File: src/rtl/alu_control_mc.sv
// Registered ALU control: decodes ALUOP/Funct into the ALU select code and holds it through multi-cycle MUL/DIV.
// Define ALU_CTRL_ILLEGAL_EN to flag undefined ops on 'illegal' instead of decoding them as code 0000.
module alu_control_mc #(
   parameter int SEL_W   = 4,
   parameter int MUL_LAT = 4,
   parameter int DIV_LAT = 8,
   parameter int CNT_W   = 4
) (
   input  logic             clk,
   input  logic             rst,
   input  logic             valid_in,
   input  logic [2:0]       ALUOP,
   input  logic [5:0]       Funct,
   input  logic             flush,
   output logic             ready,
   output logic [SEL_W-1:0] sel_out,
   output logic             sel_valid,
   output logic             alu_start,
   output logic             busy,
   output logic             illegal
);

   localparam logic [0:0] IDLE = 1'b0;
   localparam logic [0:0] WAIT = 1'b1;

   localparam logic [CNT_W-1:0] MUL_CNT = CNT_W'(MUL_LAT - 1);
   localparam logic [CNT_W-1:0] DIV_CNT = CNT_W'(DIV_LAT - 1);

`ifdef ALU_CTRL_ILLEGAL_EN
   localparam bit ILLEGAL_EN = 1'b1;
`else
   localparam bit ILLEGAL_EN = 1'b0;
`endif

   logic [0:0]       state;
   logic [CNT_W-1:0] cnt;
   logic [3:0]       code;
   logic             undef;
   logic             is_mul;
   logic             is_div;
   logic             trap;

   // Undefined ops fall out as code 0000 with undef set.
   always_comb begin
      code   = 4'b0000;
      undef  = 1'b0;
      is_mul = 1'b0;
      is_div = 1'b0;
      case (ALUOP)
         3'b000: code = 4'b0001;
         3'b001: code = 4'b0010;
         3'b011: code = 4'b0101;
         3'b100: code = 4'b1000;
         3'b101: code = 4'b0110;
         3'b010: begin
            case (Funct)
               6'b000000: code = 4'b0000;
               6'b100000: code = 4'b0001;
               6'b100010: code = 4'b0010;
               6'b000010: begin
                  code   = 4'b0011;
                  is_mul = 1'b1;
               end
               6'b011010: begin
                  code   = 4'b0100;
                  is_div = 1'b1;
               end
               6'b100100: code = 4'b0101;
               6'b100101: code = 4'b0110;
               6'b100111: code = 4'b0111;
               6'b100110: code = 4'b1001;
               6'b101010: code = 4'b1000;
               default:   undef = 1'b1;
            endcase
         end
         default: undef = 1'b1;
      endcase
   end

   assign trap  = ILLEGAL_EN & undef;
   assign ready = (state == IDLE);

   // Flush beats everything except reset; WAIT ignores valid_in until cnt reaches zero.
   always_ff @(posedge clk) begin
      if (rst) begin
         state     <= IDLE;
         cnt       <= '0;
         sel_out   <= '0;
         sel_valid <= 1'b0;
         alu_start <= 1'b0;
         busy      <= 1'b0;
         illegal   <= 1'b0;
      end else begin
         sel_valid <= 1'b0;
         alu_start <= 1'b0;
         illegal   <= 1'b0;
         if (flush) begin
            state <= IDLE;
            busy  <= 1'b0;
            cnt   <= '0;
         end else if (state == IDLE) begin
            if (valid_in) begin
               if (trap) begin
                  illegal <= 1'b1;
                  sel_out <= '0;
               end else if (is_mul || is_div) begin
                  sel_out   <= SEL_W'(code);
                  alu_start <= 1'b1;
                  busy      <= 1'b1;
                  cnt       <= is_mul ? MUL_CNT : DIV_CNT;
                  state     <= WAIT;
               end else begin
                  sel_out   <= SEL_W'(code);
                  sel_valid <= 1'b1;
               end
            end
         end else begin
            if (cnt == '0) begin
               state     <= IDLE;
               busy      <= 1'b0;
               sel_valid <= 1'b1;
            end else begin
               cnt <= cnt - CNT_W'(1);
            end
         end
      end
   end

endmodule

File: config.mk
export PLATFORM = sky130hd
export DESIGN_NAME = alu_control_mc
export DESIGN_NICKNAME = d
export VERILOG_FILES = /design/src/rtl/alu_control_mc.sv
export SDC_FILE = /design/constraint.sdc
export NUM_CORES = 1
export LEC_CHECK = 0
export CORE_ASPECT_RATIO = 0.7
export CORE_MARGIN = 4
export CORE_UTILIZATION = 35
export CTS_CLUSTER_DIAMETER = 200
export DETAILED_ROUTE_END_ITERATION = 6
export PLACE_DENSITY = 0.59
export SLEW_MARGIN = 10
export SYNTH_ARGS = -nofsm -noshare
export SYNTH_HDL_FRONTEND = slang
export SYNTH_SLANG_ARGS = --single-unit
File: constraint.sdc
create_clock -name clk -period 4.93 [get_ports clk]
set_input_delay 1.479 -clock clk [delete_from_list [all_inputs] [get_ports clk]]
set_output_delay 1.479 -clock clk [all_outputs]
set_load 0.02 [all_outputs]
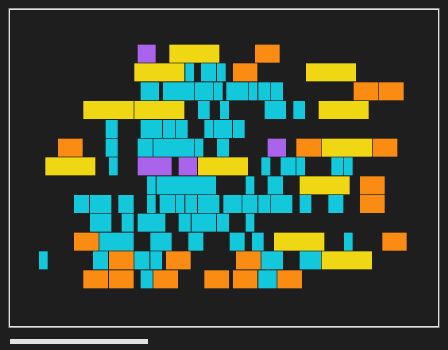
Fig. 1. Cells colored by class.
The bar under the picture is 20 um long.
| class | color | cells |
|---|---|---|
| clock drivers and dummy loads | purple | 4 |
| sequential cells | yellow | 12 |
| combinational and other logic | cyan | 72 |
| remaining buffers and delay cells | orange | 20 |

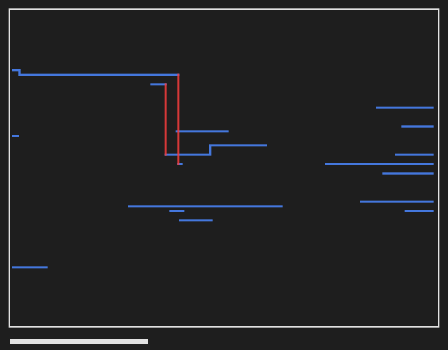
Fig. 2. Signal wires by layer.
The bar under the picture is 20 um long. Two of the layers only.
| layer | color | wire length |
|---|---|---|
| metal 4 | red | 23.1 um |
| metal 3 | blue | 139 um |

==> impl_metrics.ini <==
; flow metrics
[critical_path]
path_class = in -> reg
ff2ff_setup_slack_ps = 3400
r2r-end = cnt[2]$_SDFFE_PP0P_
path_max_fanout = 7
required_ps = 5120
critical-path-max-stage-delay_ps = 620
critical_path.endpoint_type = register
worst_ep_arrival_time_ps = 3380
critPathCapture = cnt[2]$_SDFFE_PP0P_
timing.rr.start = cnt[0]$_SDFFE_PP0P_
crit_path_start_kind = input pin

[route]
routed_via_density = 5.22
num_vias = 678
remaining_drc_errors = 0

[timing]
tns_ps = 0
setup_viol = 0
holdWs_ps = 469
fmax_ghz = 0.314
period_needed_ps = 3190
finalCritPeriodShare = 0.647
setup_ws_ps = 1740
fin_worst_skew_ps = 5.77

[cells_and_area]
comb_area_um2 = 447
stdcell_area_um2 = 966
layout.area.seq_um2 = 240
fin_nets = 123
nFillCells = 183
synthToLayoutAreaGrowth_pct = 35.4

[place]
dp_cells = 126
dpl_cell_area_um2 = 930
portBuffers = 20
pre_cts_ws_ps = 1450

[power_and_ir_drop]
top_power_group = sequential cells
p_leak_nw = 0.324
irDropWorstVdd_mv = 0.167
comb_power_share = 0.176
powerComb_w = 0.0000383
clkPwrFrac = 0.367
pg_seq_w = 0.0000994
p_per_area_nw_per_um2 = 225
p_sw_frac = 0.250
total_power_w = 0.000217

[yosys]
synthArstFlopShare = 0
ys_cells = 86
synth_cells = 86
yosys-top-cells-area = dfxtp_1 34%, nor2_1 5.3%, nor3_1 4.9%
synth_cell_type_count = 39
top_cells_by_count = 12 x dfxtp_1, 10 x nor2_1, 7 x nor3_1
yosysMostFrequentCell = dfxtp_1
ys_seq_share = 0.337
syn-num-nets = 100
ys_sh_aoi = 0.165
synth-edff-count = 0
ys_sh_simple = 0.402
synthXorXnorAreaFrac = 0.0368
mux_share = 0

[grt]
grt_max_degree = 9
grt_pass1_wl_um = 2820
grt_pass1_vias = 611
antenna_found_initial = 0

[die]
fp.dieW_um = 62.0
coreArea_um2 = 1890
rows = 13
die_h_um = 45.8
die_area_um2 = 2840
fp_util = 0.378

[worst_hold_path]
min_from = sel_out[0]$_SDFFE_PP0P_
holdPathEnd = sel_out[0]$_SDFFE_PP0P_

[clock_network]
cts_hold_buf = 0
cts.sinks = 12
clk-insertion-delay-late_ps = 280
cts_tree = built
cts-root-buf = clkbuf_4
post_cts_buffers = 0
cts_made_buffers = 3

[status]
status = finished clean

[run]
cap_violations = 0
warnings = 26
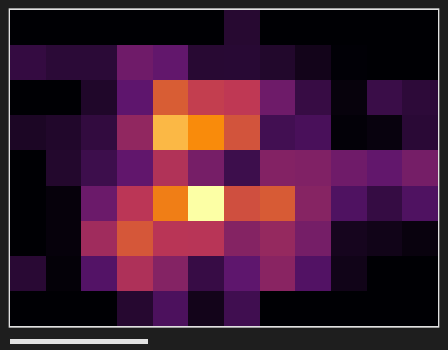
Fig. 3. Signal metal coverage by tile.
The bar under the picture is 20 um long. 12 x 9 tiles, from black (low) to pale yellow (high), scaled to the fullest tile. Values are wire area over tile area, all layers added.
emptiest ninth of the die: top right
tiles over half the peak: 10%
fullest tile: 0.49
nearly empty tiles: 32%
mean over tiles: 0.096
densest ninth of the die: middle

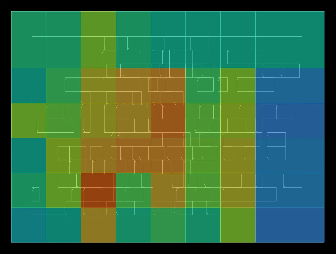
Fig. 4. Routing congestion map.
Total GRT Usage: 0.138
wire per inst: 12.8 um

-- metal layers --
metal | GRT usage | wire [um]
met1 | 0.214 | 872
met2 | 0.163 | 634
met3 | 0.0538 | 138
met4 | 0.0508 | 23
met5 | 0 | 0
-- flip-flops by register name (all words and copies together) (netlist names) --
signal and count:
cnt 4, sel_out 4, state 1, sel_valid 1
alu_start 1, busy 1
-- worst max-delay path: cells and delay by family --
family | cells | cell delay (ps)
and+or+nand+nor | 3 | 1110
buffers and inverters | 1 | 520
AOI/OAI and AO/OA | 1 | 260
-- area by class of cell --
class	count	share of cell area
Multi-Input combinational cell	68	0.462
Sequential cell	12	0.249
Timing Repair Buffer	20	0.207
Clock buffer	4	0.0376
Tap cell	22	0.0285
Inverter	4	0.0155
